==> run_1/m1.png <==
Supply wires on this layer in grey.
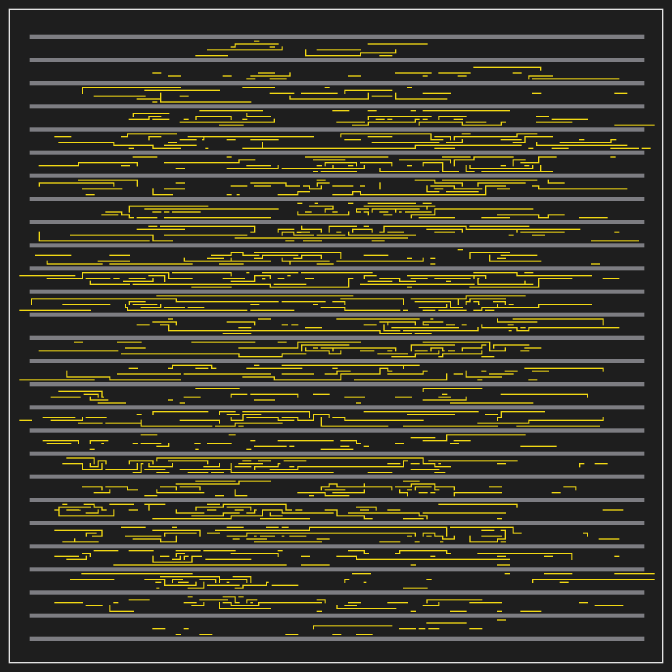
==> run_1/route_heat.png <==
The die is cut into 15 by 15 equal tiles; black is low, pale yellow is high, scaled to the fullest tile. Values are wire area over tile area, all layers added.
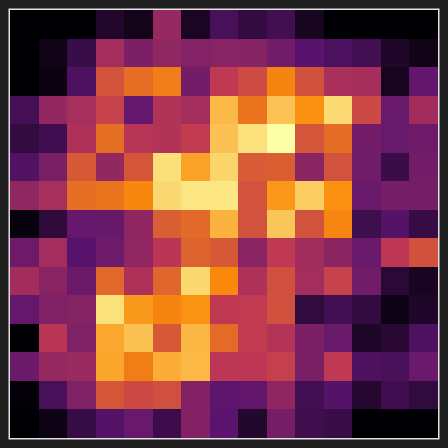
==> run_1/class_map.png <==
Bar = 20 um. Fill, decap, tap and diode cells in grey.
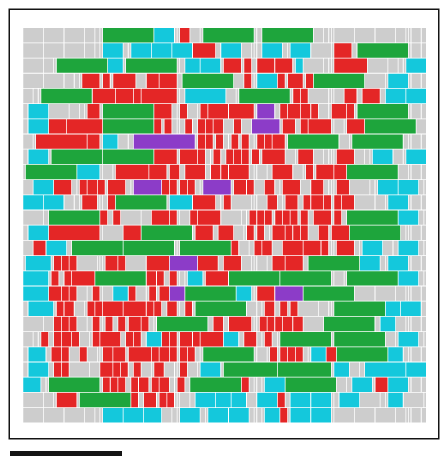
==> run_1/layers.png <==
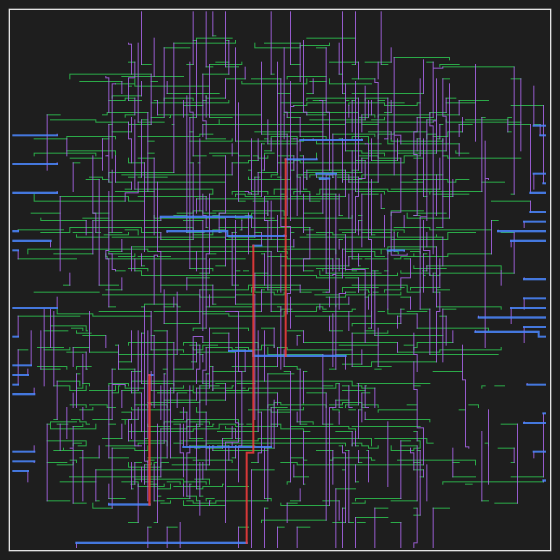
**src/rtl/multicycle_controller_if.sv**
```systemverilog
// multicycle_controller_if: datapath handshake and control bundle between the main FSM and the core
interface multicycle_controller_if #(parameter int STATE_W = 4, parameter int CNT_W = 32);
  logic [6:0] op;
  logic zero, mem_ready;
  logic pc_write, adr_src, mem_write, ir_write, reg_write, illegal;
  logic [1:0] result_src, alu_src_a, alu_src_b, alu_op;
  logic [STATE_W-1:0] state;
  logic [CNT_W-1:0] instr_count;
  modport master (
    output op, zero, mem_ready,
    input pc_write, adr_src, mem_write, ir_write, reg_write, illegal,
    input result_src, alu_src_a, alu_src_b, alu_op, state, instr_count
  );
  modport slave (
    input op, zero, mem_ready,
    output pc_write, adr_src, mem_write, ir_write, reg_write, illegal,
    output result_src, alu_src_a, alu_src_b, alu_op, state, instr_count
  );
endinterface

```
**src/rtl/multicycle_controller.sv**
```systemverilog
// multicycle_controller: main control FSM of the multicycle RISC-V core with retired-instruction counter
module multicycle_controller #(
  parameter int STATE_W = 4,
  parameter int CNT_W = 32
) (
  input logic clk,
  input logic reset,
  multicycle_controller_if.slave bus
);
  localparam logic [6:0] OP_LW = 7'b0000011, OP_SW = 7'b0100011, OP_R = 7'b0110011;
  localparam logic [6:0] OP_I = 7'b0010011, OP_B = 7'b1100011, OP_J = 7'b1101111;
  typedef enum logic [STATE_W-1:0] {
    FETCH, DECODE, MEMADR, MEMREAD, MEMWB, MEMWRITE,
    EXECUTER, EXECUTEI, ALUWB, BEQ, JAL, TRAP
  } state_t;
  typedef struct packed {
    logic fetch, pc_update, branch, adr_src, mem_write, reg_write, illegal;
    logic [1:0] result_src, src_a, src_b, alu_op;
  } ctl_t;
  function automatic ctl_t decode(state_t s);
    ctl_t c;
    c = '0;
    case (s)
      FETCH: begin c.fetch = 1'b1; c.src_b = 2'b10; c.result_src = 2'b10; end
      DECODE: begin c.src_a = 2'b01; c.src_b = 2'b01; end
      MEMADR: begin c.src_a = 2'b10; c.src_b = 2'b01; end
      MEMREAD: c.adr_src = 1'b1;
      MEMWB: begin c.result_src = 2'b01; c.reg_write = 1'b1; end
      MEMWRITE: begin c.adr_src = 1'b1; c.mem_write = 1'b1; end
      EXECUTER: begin c.src_a = 2'b10; c.alu_op = 2'b10; end
      EXECUTEI: begin c.src_a = 2'b10; c.src_b = 2'b01; c.alu_op = 2'b10; end
      ALUWB: c.reg_write = 1'b1;
      BEQ: begin c.src_a = 2'b10; c.alu_op = 2'b01; c.branch = 1'b1; end
      JAL: begin c.src_a = 2'b01; c.src_b = 2'b10; c.pc_update = 1'b1; end
      default: c.illegal = 1'b1;
    endcase
    return c;
  endfunction
  state_t st, ns;
  ctl_t ctl;
  logic retire;
  logic [CNT_W-1:0] cnt;
  always_comb begin
    ns = st;
    case (st)
      FETCH: ns = bus.mem_ready ? DECODE : FETCH;
      DECODE: ns = (bus.op == OP_LW || bus.op == OP_SW) ? MEMADR :
                   bus.op == OP_R ? EXECUTER :
                   bus.op == OP_I ? EXECUTEI :
                   bus.op == OP_B ? BEQ :
                   bus.op == OP_J ? JAL : TRAP;
      MEMADR: ns = bus.op == OP_LW ? MEMREAD : MEMWRITE;
      MEMREAD: ns = bus.mem_ready ? MEMWB : MEMREAD;
      MEMWRITE: ns = bus.mem_ready ? FETCH : MEMWRITE;
      EXECUTER, EXECUTEI, JAL: ns = ALUWB;
      TRAP: ns = TRAP;
      default: ns = FETCH;
    endcase
  end
  assign retire = ns == FETCH && (st == MEMWB || st == MEMWRITE || st == ALUWB || st == BEQ);
  // control word is registered from the next state so outputs stay Moore without a decode stage after the flops
  always_ff @(posedge clk or posedge reset)
    if (reset) begin
      st <= FETCH;
      ctl <= decode(FETCH);
      cnt <= '0;
    end else begin
      st <= ns;
      ctl <= decode(ns);
      cnt <= cnt + CNT_W'(retire);
    end
  assign bus.ir_write = ctl.fetch & bus.mem_ready;
  assign bus.pc_write = (ctl.fetch & bus.mem_ready) | ctl.pc_update | (ctl.branch & bus.zero);
  assign bus.adr_src = ctl.adr_src;
  assign bus.mem_write = ctl.mem_write;
  assign bus.reg_write = ctl.reg_write;
  assign bus.illegal = ctl.illegal;
  assign bus.result_src = ctl.result_src;
  assign bus.alu_src_a = ctl.src_a;
  assign bus.alu_src_b = ctl.src_b;
  assign bus.alu_op = ctl.alu_op;
  assign bus.state = st;
  assign bus.instr_count = cnt;
endmodule

```
**src/flat_wrapper.sv**
```systemverilog
// flat-port wrapper written by rule: the top's interface ports become plain ports
module multicycle_controller_flat 
#(
  parameter int STATE_W = 4,
  parameter int CNT_W = 32
)
  (clk, reset, bus_op, bus_zero, bus_mem_ready, bus_pc_write, bus_adr_src, bus_mem_write, bus_ir_write, bus_reg_write, bus_illegal, bus_result_src, bus_alu_src_a, bus_alu_src_b, bus_alu_op, bus_state, bus_instr_count);
  multicycle_controller_if #(.STATE_W(STATE_W), .CNT_W(CNT_W)) bus_i ();
  input logic clk;
  input logic reset;
  input wire logic [$bits(bus_i.op)-1:0] bus_op;
  input wire logic [$bits(bus_i.zero)-1:0] bus_zero;
  input wire logic [$bits(bus_i.mem_ready)-1:0] bus_mem_ready;
  output wire logic [$bits(bus_i.pc_write)-1:0] bus_pc_write;
  output wire logic [$bits(bus_i.adr_src)-1:0] bus_adr_src;
  output wire logic [$bits(bus_i.mem_write)-1:0] bus_mem_write;
  output wire logic [$bits(bus_i.ir_write)-1:0] bus_ir_write;
  output wire logic [$bits(bus_i.reg_write)-1:0] bus_reg_write;
  output wire logic [$bits(bus_i.illegal)-1:0] bus_illegal;
  output wire logic [$bits(bus_i.result_src)-1:0] bus_result_src;
  output wire logic [$bits(bus_i.alu_src_a)-1:0] bus_alu_src_a;
  output wire logic [$bits(bus_i.alu_src_b)-1:0] bus_alu_src_b;
  output wire logic [$bits(bus_i.alu_op)-1:0] bus_alu_op;
  output wire logic [$bits(bus_i.state)-1:0] bus_state;
  output wire logic [$bits(bus_i.instr_count)-1:0] bus_instr_count;
  assign bus_i.op = bus_op;
  assign bus_i.zero = bus_zero;
  assign bus_i.mem_ready = bus_mem_ready;
  assign bus_pc_write = bus_i.pc_write;
  assign bus_adr_src = bus_i.adr_src;
  assign bus_mem_write = bus_i.mem_write;
  assign bus_ir_write = bus_i.ir_write;
  assign bus_reg_write = bus_i.reg_write;
  assign bus_illegal = bus_i.illegal;
  assign bus_result_src = bus_i.result_src;
  assign bus_alu_src_a = bus_i.alu_src_a;
  assign bus_alu_src_b = bus_i.alu_src_b;
  assign bus_alu_op = bus_i.alu_op;
  assign bus_state = bus_i.state;
  assign bus_instr_count = bus_i.instr_count;
  multicycle_controller #(.STATE_W(STATE_W), .CNT_W(CNT_W)) u_core (.clk(clk), .reset(reset), .bus(bus_i));
endmodule
```
**config.mk**
```make
export PLATFORM = sky130hd
export DESIGN_NAME = multicycle_controller_flat
export DESIGN_NICKNAME = d
export VERILOG_FILES = /design/src/rtl/multicycle_controller_if.sv /design/src/rtl/multicycle_controller.sv /design/src/flat_wrapper.sv
export SDC_FILE = /design/constraint.sdc
export NUM_CORES = 1
export LEC_CHECK = 0
export ABC_AREA = 1
export CAP_MARGIN = 5
export CORE_MARGIN = 2
export CORE_UTILIZATION = 50
export DETAILED_ROUTE_END_ITERATION = 8
export GPL_TIMING_DRIVEN = 0
export PLACE_DENSITY_LB_ADDON = 0.25
export SLEW_MARGIN = 40
export SYNTH_ARGS = -nofsm -noshare
export SYNTH_HDL_FRONTEND = slang
export SYNTH_SLANG_ARGS = --single-unit
```
**constraint.sdc**
```tcl
create_clock -name clk -period 2.9 [get_ports clk]
set_input_delay 0.58 -clock clk [delete_from_list [all_inputs] [get_ports clk]]
set_output_delay 0.58 -clock clk [all_outputs]
set_load 0.005 [all_outputs]
```
==> run notes, run 1 <==
Notes on the physical implementation.

- The run finished with clean final reports.
- The leading cell type in the layout, fill and taps excluded is nand2_1, for reference.
- The layer carrying the most global-route usage is met2, for reference.
- The mux contribution to synthesized area is 0%, for reference.
- The Yosys warning count is 0, for reference.
- Per the OpenROAD power report, leakage power amounts to approximately 1.8 nW.
- The area of the core is ~5100 um^2, for reference.
- The share of layout cells above drive strength 1 is about a fifth, for reference.
- The transition time at the pin with the least slew margin is roughly 0.5 ns, for reference.
- The cell depth of the worst hold path is 1, for reference.
- In this run the vertical extent of the chip is 76.6 um.
- In the layout the commonest cells are 63 x nand2_1, 53 x clkdlybuf4s50_1, 47 x dfrtp_1.
- The worst reg2reg path endpoint is u_core.bus.instr_count[31], for reference.
- The register with the most flip-flops in the layout has 32 of them.
- The count of library flops with an enable pin is 0, for reference.
- The script extracted a net switching power of between 0.8 and 0.9 mW.
- The number of distinct library cells after synthesis is 27, for reference.
- The filler cell count in the final layout is 415, for reference.
- In this run the remaining antenna-violating nets after routing total 0.
- The cell-mix breakdown from Yosys lists the compound-gate area share as less than 1%.
- Per the final timing report, the hold violations number 0.
- After layout, the minimum clock period comes to 2.75 ns.
- After layout, the setup clock skew is reported as 0.00378 ns.
- The footprint of the flip-flops and latches is 1230 um^2, for reference.
- The total buffers and inverters traversed by the critical path is 2, for reference.
- The wire length on met3 is approximately 220 um, for reference.
- The sequential share of the synthesized area is between 40% and 50%, for reference.
- The share of flip-flops with an asynchronous set or reset is 100%, for reference.
- The final-layout setup total negative slack is 0 ns, for reference.
- The synthesized netlist occupies a cell area of about 2600 um^2.
- The number of nets at floorplan is between 300 and 400, for reference.
- In this run the VDD rail shows a maximum IR drop of 0.000412 V.
- In the synthesized netlist, the number of instances is 310.
- The slew check shows that the tightest pin keeps a relative margin of around two thirds.
- The violation count after the first detailed-route iteration is about 90, for reference.
- The final critical-path setup slack is 0.154 ns, for reference.
- The count of max-cap constraint violations is 0, for reference.
- The estimated wirelength of the detail-placed design is between 4 and 5 mm, for reference.
- After its last routability iteration, the placer logged a weighted congestion of 0.844.
- The power share of the clock group is about a fifth, for reference.
- The detailed router put a total of a little under 3 mm of wire on met1.
- The worst-skew pair later-pin latency is about 0.3 ns, for reference.
- The period utilization is 94.7%, for reference.
- Post-CTS repair changed the size of 22 cells.
- Among the non-sequential cells, simple AND/OR/NAND/NOR gates take the most area.
- met1 track demand over resource after global routing is about a third.
- The top cell family by delay on the critical path is simple AND/OR/NAND/NOR gates, for reference.
- The endpoint of the worst hold path is reported as u_core.bus.instr_count[31].
-- m1.png (at the start) --
The layer carries 2970 um of wire. The layer holds 49% of the routed length.

-- route_heat.png (at the start) --
The emptiest ninth of the die: bottom right. 35% of the tiles are over half the peak. 6.7% of the tiles are nearly empty. The densest ninth of the die: middle. The fullest tile reaches 0.40. The mean over all tiles is 0.16.
Tot GR Track Use: 21.9%
total routed wirelength: 6.03 mm
via count: 2206
per-cell routed wire length: 13.1 um

-- class_map.png (at the start) --
remaining buffers and delay cells: shown in cyan, cells 82, share of their area 22%. registers: shown in green, cells 49, share of their area 34%. remaining logic cells: shown in red, cells 252, share of their area 41%. clock drivers and dummy loads: shown in purple, cells 8, share of their area 3.2%.

-- layers.png (at the start) --
M4: shown in red, wire length 89.3 um. M3: shown in blue, wire length 224 um. M2: shown in purple, wire length 2740 um. M1: shown in green, wire length 2970 um.

==> run 1: Yosys cell counts, types with 3 or more instances <==
cell,count,share of area [%]
nor2_2,6,1.4
nand3_1,19,3.6
nand4_1,11,2.6
xnor2_1,9,3.0
nor2_4,4,1.7
buf_4,8,2.3
nand3b_1,5,1.4
nor3_1,8,1.5
nand2_2,6,1.4
inv_1,44,6.3
nor4_1,3,0.71
nor2_1,33,4.7
xor2_1,19,6.3
nor3_2,5,1.9
dfrtp_1,47,45
nand2_1,68,9.7
==> run 1: cell type report <==
type	instances	area share, %
Buffer	9	1.72
Inverter	45	4.62
Clock inverter	3	1.25
Clock buffer	5	1.86
Timing Repair Buffer	73	19.9
Multi-Input combinational cell	207	35.2
Tap cell	70	2.36
Sequential cell	49	33.1
==> run_1/placed.png <==
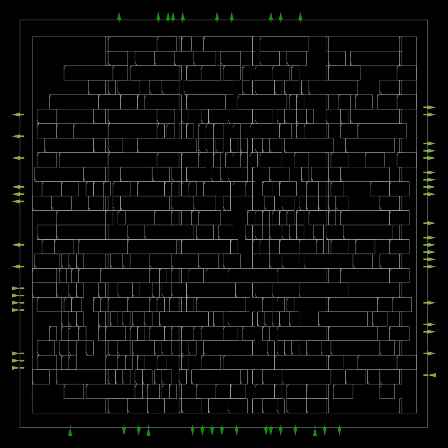

==> inputs of run 2 (changes only) <==
--- a/config.mk
+++ b/config.mk
@@ -7,7 +7,6 @@
 export LEC_CHECK = 0
 export ABC_AREA = 1
 export CAP_MARGIN = 5
-export CORE_MARGIN = 2
 export CORE_UTILIZATION = 50
 export DETAILED_ROUTE_END_ITERATION = 8
 export GPL_TIMING_DRIVEN = 0
==> run_2/placed.png <==
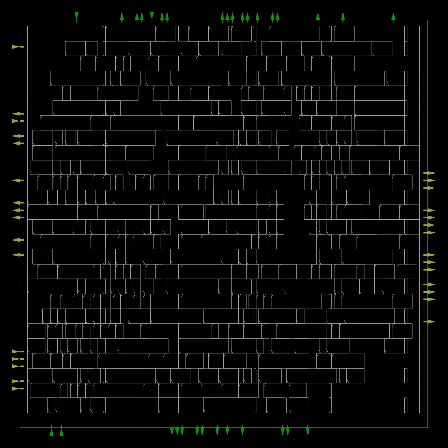
Core Util, Final: 72.4%
Rows: 26
tap cell instance count: 70
area of the core region: 5070 um^2
flip-flop and latch count: 49

==> run_2/class_map.png <==
Bar = 20 um. Fill, decap, tap and diode cells in grey.
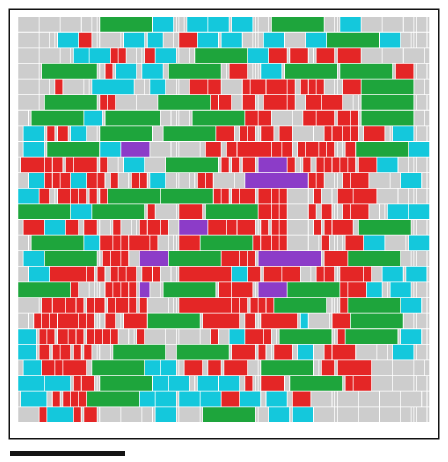
post-route cell area: 3670 um^2
flop share of the area: 33.5%

==> run 2 against run 1 <==
Compared with the run above: global-route usage about the same; critical path depth unchanged; total power up 1.2%; core utilization down 0.23 points; sequential power about the same; worst hold slack better by 0.0049 ns; critical path type unchanged; cell count down 0.87%; critical endpoint is now u_core.bus.instr_count[26]; final area down 0.95%; routed wire length down 1.6%; clock power up 15%; die size down 5.2%; worst setup slack better by 0.091 ns.
==> run notes, run 2 <==
Notes on the physical implementation.

- The power share of the clock group is between 20% and 30%, for reference.
- The number of nets at floorplan is 323, for reference.
- The number of gates resized after CTS is 19, for reference.
- The sequential fraction of design power is between 30% and 40%, for reference.
- According to the timing report, the data required time at the worst endpoint equals just over 3 ns.
- The number of flip-flops under the largest register name is 32, for reference.
- The most frequent cell after synthesis is nand2_1, for reference.
- Across all checked pins, the minimum headroom to the slew limit is ~74%.
- The final-layout setup total negative slack is 0 ns, for reference.
- CTS placed an instance of clkbuf_8 at the clock tree root.
- The cell depth of the worst hold path is 1, for reference.
- The non-clock buffer total of the final layout is 78, for reference.
- The height of the die is between 70 and 80 um, for reference.
- The peak supply drop is 0.000711 V, for reference.
- The synthesized netlist devotes less than 1% of its cell area to compound gates.
- The capture point of the worst register-to-register path is recorded as u_core.bus.instr_count[26].
- The final estimated routing congestion in global placement is roughly 0.9, for reference.
- The power report puts the net switching power at between 0.8 and 0.9 mW.
- The filler cell count in the final layout is 378, for reference.
- The final-layout clock-cell area share is between 3 and 4%, for reference.
- Sorting the synthesized cells by how often they occur yields 68 x nand2_1, 47 x dfrtp_1, 44 x inv_1.
- The count of nets left with antenna violations after detail routing is 0, for reference.
- Looking at the hold checks, the worst path lands on u_core.bus.instr_count[31].
- The portion of synthesized cell area occupied by the leading cell type is between 40 and 50%, for reference.
- The total global routing track utilization is between 20% and 30%, for reference.
- The synthesized netlist occupies a cell area of 2640 um^2.
- The most common logic cell in the final layout is nand2_1.
- The portion of synthesized area spent on multiplexers is 0%.
- For this run, the number of Yosys warnings is 0.
- The script extracted a total leakage power of roughly 1.8 nW.
- Of the total standard cell area in the layout, the multi-input combinational portion is between 30% and 40%.
- The worst-case clock skew is 0.00800 ns, for reference.
- The layout has 45 inverters outside the clock class.
- Synthesis produced approximately 310 cells.
- The count of max-cap constraint violations is 0, for reference.
- The multi-input combinational gate total is 207, for reference.
- The run finished with clean final reports.
- The worst-skew pair later-pin latency is about 0.30 ns, for reference.
- Setup slack on the critical path of the routed design comes to 0.244 ns.
- The clock period could shrink to around 2.7 ns.
- In the final layout, non-clock buffers account for 20.4% of the cell area.
- The share of flip-flops with an asynchronous set or reset is 100%, for reference.
- The part of the total power dissipated in combinational logic is between 40 and 50%, for reference.
- The class occupying the most area after layout is reported as logic gates.
- The most common logic cells in the final layout are 62 x nand2_1, 52 x clkdlybuf4s50_1, 47 x dfrtp_1.
- The violation count after the first detailed-route iteration is about 140, for reference.
- At the pin with the least slew margin, the transition time is roughly 0.38 ns.
- The synthesis run identifies the leading combinational cell family as simple AND/OR/NAND/NOR gates.
- Of the synthesized area, sequential elements account for 46.6%.
==> run_2/m1.png <==
Supply wires on this layer in grey.
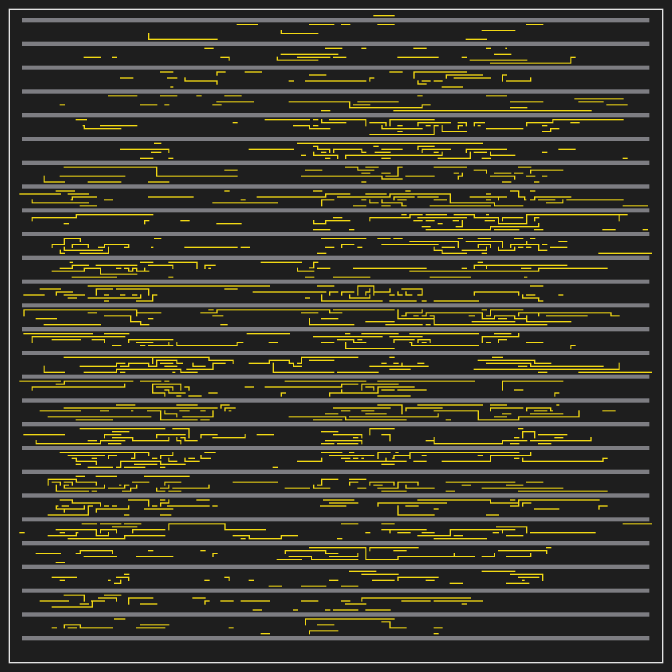
The layer holds 41% of the routed length. The layer carries 2420 um of wire. The longest straight run is 22.5 um. 365 nets have wire on it.
via count: 2249
total routed wirelength: 5.93 mm
GRT met1 Usage: 25.2%

run 2: cell counts after synthesis:
Identical to the previous run, type by type.
run 2: worst max-delay path: stages:
cell	delay (ns)
dlygate4sd2_1	0.30
nand2_1	0.10
nand3_2	0.13
nand2_1	0.07
nor2_1	0.17
nand2_4	0.10
nor2_4	0.11
nand2_2	0.09
nor2_4	0.14
ha_4	0.16
ha_4	0.13
nand2_2	0.06
nor2_4	0.19
nand2_4	0.12
nor2_4	0.16
nand2_2	0.09
xnor2_2	0.15
run 2: per-layer routing:
layer	GRT usage, %	wire, um	vias to the layer above
met5	0	0	-
met4	8.60	126	0
met3	4.20	235	12
met2	39.7	3150	58
met1	25.2	2420	1056
li1	-	-	1123
==> run_2/layers.png <==
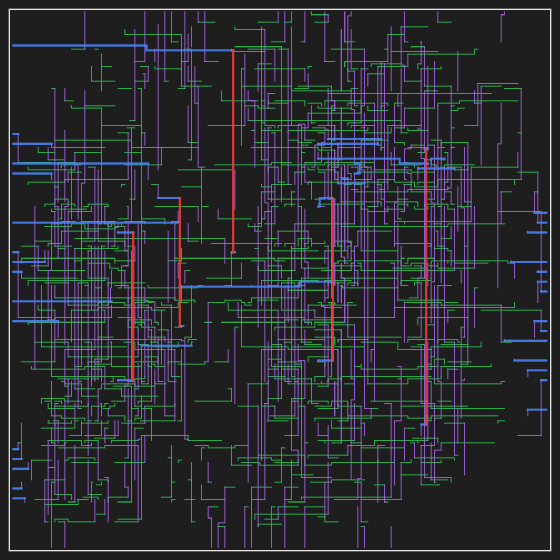

==> inputs of run 3 (changes only) <==
--- a/config.mk
+++ b/config.mk
@@ -11,7 +11,8 @@
 export DETAILED_ROUTE_END_ITERATION = 8
 export GPL_TIMING_DRIVEN = 0
 export PLACE_DENSITY_LB_ADDON = 0.25
-export SLEW_MARGIN = 40
+export SETUP_SLACK_MARGIN = 0.05
+export SLEW_MARGIN = 25
 export SYNTH_ARGS = -nofsm -noshare
 export SYNTH_HDL_FRONTEND = slang
 export SYNTH_SLANG_ARGS = --single-unit
==> run_3/layers.png <==
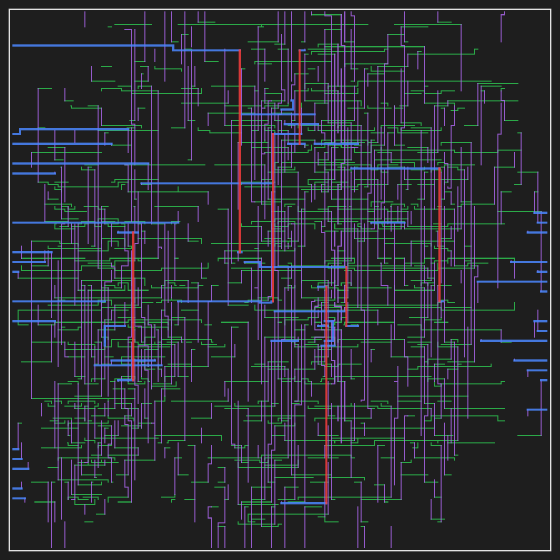
M3: shown in blue, wire length 338 um. M4: shown in red, wire length 141 um. M1: shown in green, wire length 2490 um. M2: shown in purple, wire length 3230 um.
Tot GR Track Use: 22.8%
via count: 2292

==> run_3/m1.png <==
Supply wires on this layer in grey.
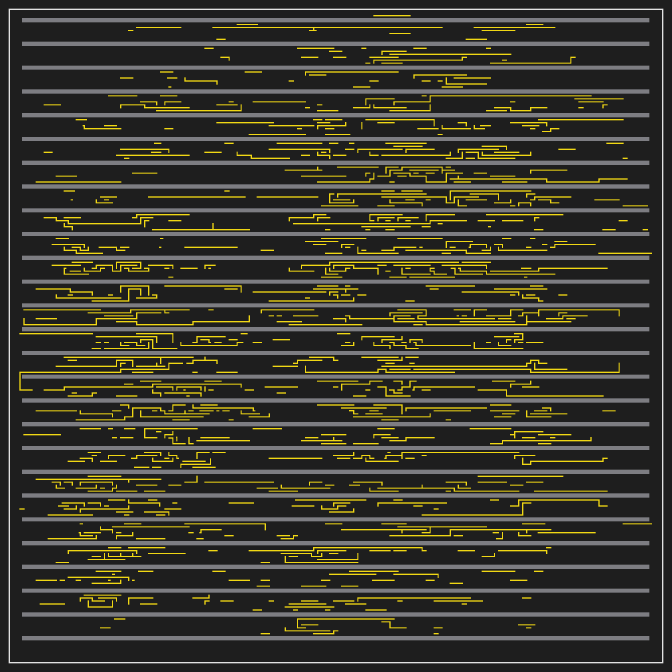
The layer carries 2490 um of wire. 365 nets have wire on it. The layer holds 40% of the routed length. The wires run mostly horizontal. The longest straight run is 26.2 um.
GRT met1 Usage: 25.5%
total routed wirelength: 6.19 mm

==> run_3/route_heat.png <==
The die is cut into 15 by 15 equal tiles; black is low, pale yellow is high, scaled to the fullest tile. Values are wire area over tile area, all layers added.
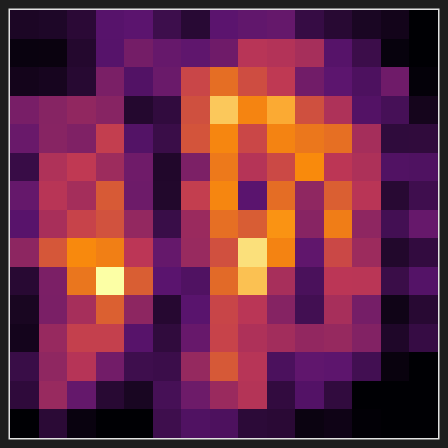
per-cell routed wire length: 13.4 um

==> run 3 against run 2 <==
Compared with the run above: highest routed layer unchanged; worst setup slack got worse by 0.031 ns; critical path type unchanged; total power shrank 4.1%; critical endpoint is now u_core.bus.instr_count[6]; combinational power barely moved.
==> run notes, run 3 <==
Notes on the physical implementation.

- The final non-filler cell area is approximately 3700 um^2, for reference.
- The number of nets at floorplan is roughly 320, for reference.
- The flow ran to the end, and the final reports show no timing, DRC or antenna violations.
- In the finished design the tool counted flip-flops and latches totalling 49.
- Summed over its instances, the top area cell type makes up between 40% and 50% of the synthesized netlist area.
- The cell count after synthesis is around 310, for reference.
- The clock reaches the later pin of the worst-skew pair after 0.31 ns.
- The final estimated routing congestion in global placement is about 0.90, for reference.
- The switching component of the power was reported as 0.878 mW.
- The part of the total power dissipated in combinational logic is 44.2%, for reference.
- Per the log, the first TritonRoute iteration ended with a DRC count of approximately 120.
- The cell chosen for the clock root is clkbuf_8, for reference.
- The synthesized design contains 0 enable-type register cells.
- The highest metal layer carrying signal wires in the routed design is met4.
- The non-clock buffer contribution to total cell area is 21.6%, for reference.
- The leading cell category by total area is logic gates, for reference.
- The shortest clock period the worst path allows after layout is between 2 and 3 ns, for reference.
- The number of flip-flops under the largest register name is 32, for reference.
- The final core utilization is about 73%, for reference.
- The final critical-path setup slack is 0.213 ns, for reference.
- By instance count after routing, the leading logic cell types are 62 x nand2_1, 52 x clkdlybuf4s50_1, 47 x dfrtp_1.
- After synthesis, the most frequently instantiated cells are 68 x nand2_1, 47 x dfrtp_1, 44 x inv_1.
- The number of clock buffers in the layout is 7, for reference.
- Summing the areas of all compound-gate instances in the mapped netlist gives less than 1% of the synthesized area.
- The worst-case clock skew is approximately 0.0081 ns, for reference.
- The cell sequence reported for the critical path is dlygate4sd2_1 > nand2_1 > nand3_1 > nand2_1 > nor2_1 > nand2_4 > nor2_4 > nand2_4 > nor2_4 > ha_4 > ha_4 > nand2_2 > nor2_4 > nand2_4 > buf_4 > buf_4 > xor2_1.
- The tool flagged a number of max-cap violations equal to 0.
- The number of well taps is ~70, for reference.
- The met3 usage in global routing is 5.96%, for reference.
- Yosys instantiated no cell more often than nand2_1.
- The warning tally printed by Yosys for this design is 0.
- In the final layout, multi-input gates take up between 30% and 40% of the cell area.
- The share of layout cells above drive strength 1 is between 10% and 20%, for reference.
- The largest total area in the synthesized netlist belongs to dfrtp_1.
- OpenROAD reports that the post-layout worst path occupies roughly 93% of the period.
- The multi-input combinational gate total is between 200 and 250, for reference.
- The standard-cell row count is 26, for reference.
- In the final routing, the length of wire on met1 measures ~2.5 mm.
- The sequential share of cell area is around a third, for reference.
- The total buffers and inverters traversed by the critical path is 3, for reference.
- The sequential fraction of design power is between 30% and 40%, for reference.
- The estimated wirelength of the detail-placed design is 4.57 mm, for reference.
- The headroom to the max-slew limit is slightly above 60%, for reference.
- The number of gates resized after CTS was 26.
- The top cell family by delay on the critical path is simple AND/OR/NAND/NOR gates, for reference.
- The final number of hold-violating endpoints is 0, for reference.
- According to the floorplan report, the die height is around 75 um.
- After filler insertion, the fill cell instance count of the layout stands at roughly 380.
## run 3: cell counts after synthesis
No cell type changed its count.
## run 3: worst paths after layout
| path | from | endpoint | slack, ns | cells after the start |
|---|---|---|---|---|
| setup / recovery | bus_mem_ready | u_core.bus.instr_count[6] | 0.21 | 17 |
| hold / removal | u_core.bus.instr_count[31] | u_core.bus.instr_count[31] | 0.50 | 1 |
| setup reg to reg | u_core.bus.state[3] | u_core.bus.instr_count[6] | 0.31 | 17 |
| hold reg to reg | u_core.bus.instr_count[31] | u_core.bus.instr_count[31] | 0.50 | 1 |
| max in group asynchronous | reset | u_core.bus.alu_src_a[1] | 1.72 | 3 |
| min in group asynchronous | reset | u_core.ctl[13] | 0.65 | 2 |
Power figures rest on the tool's default switching activity, not on a simulated workload.
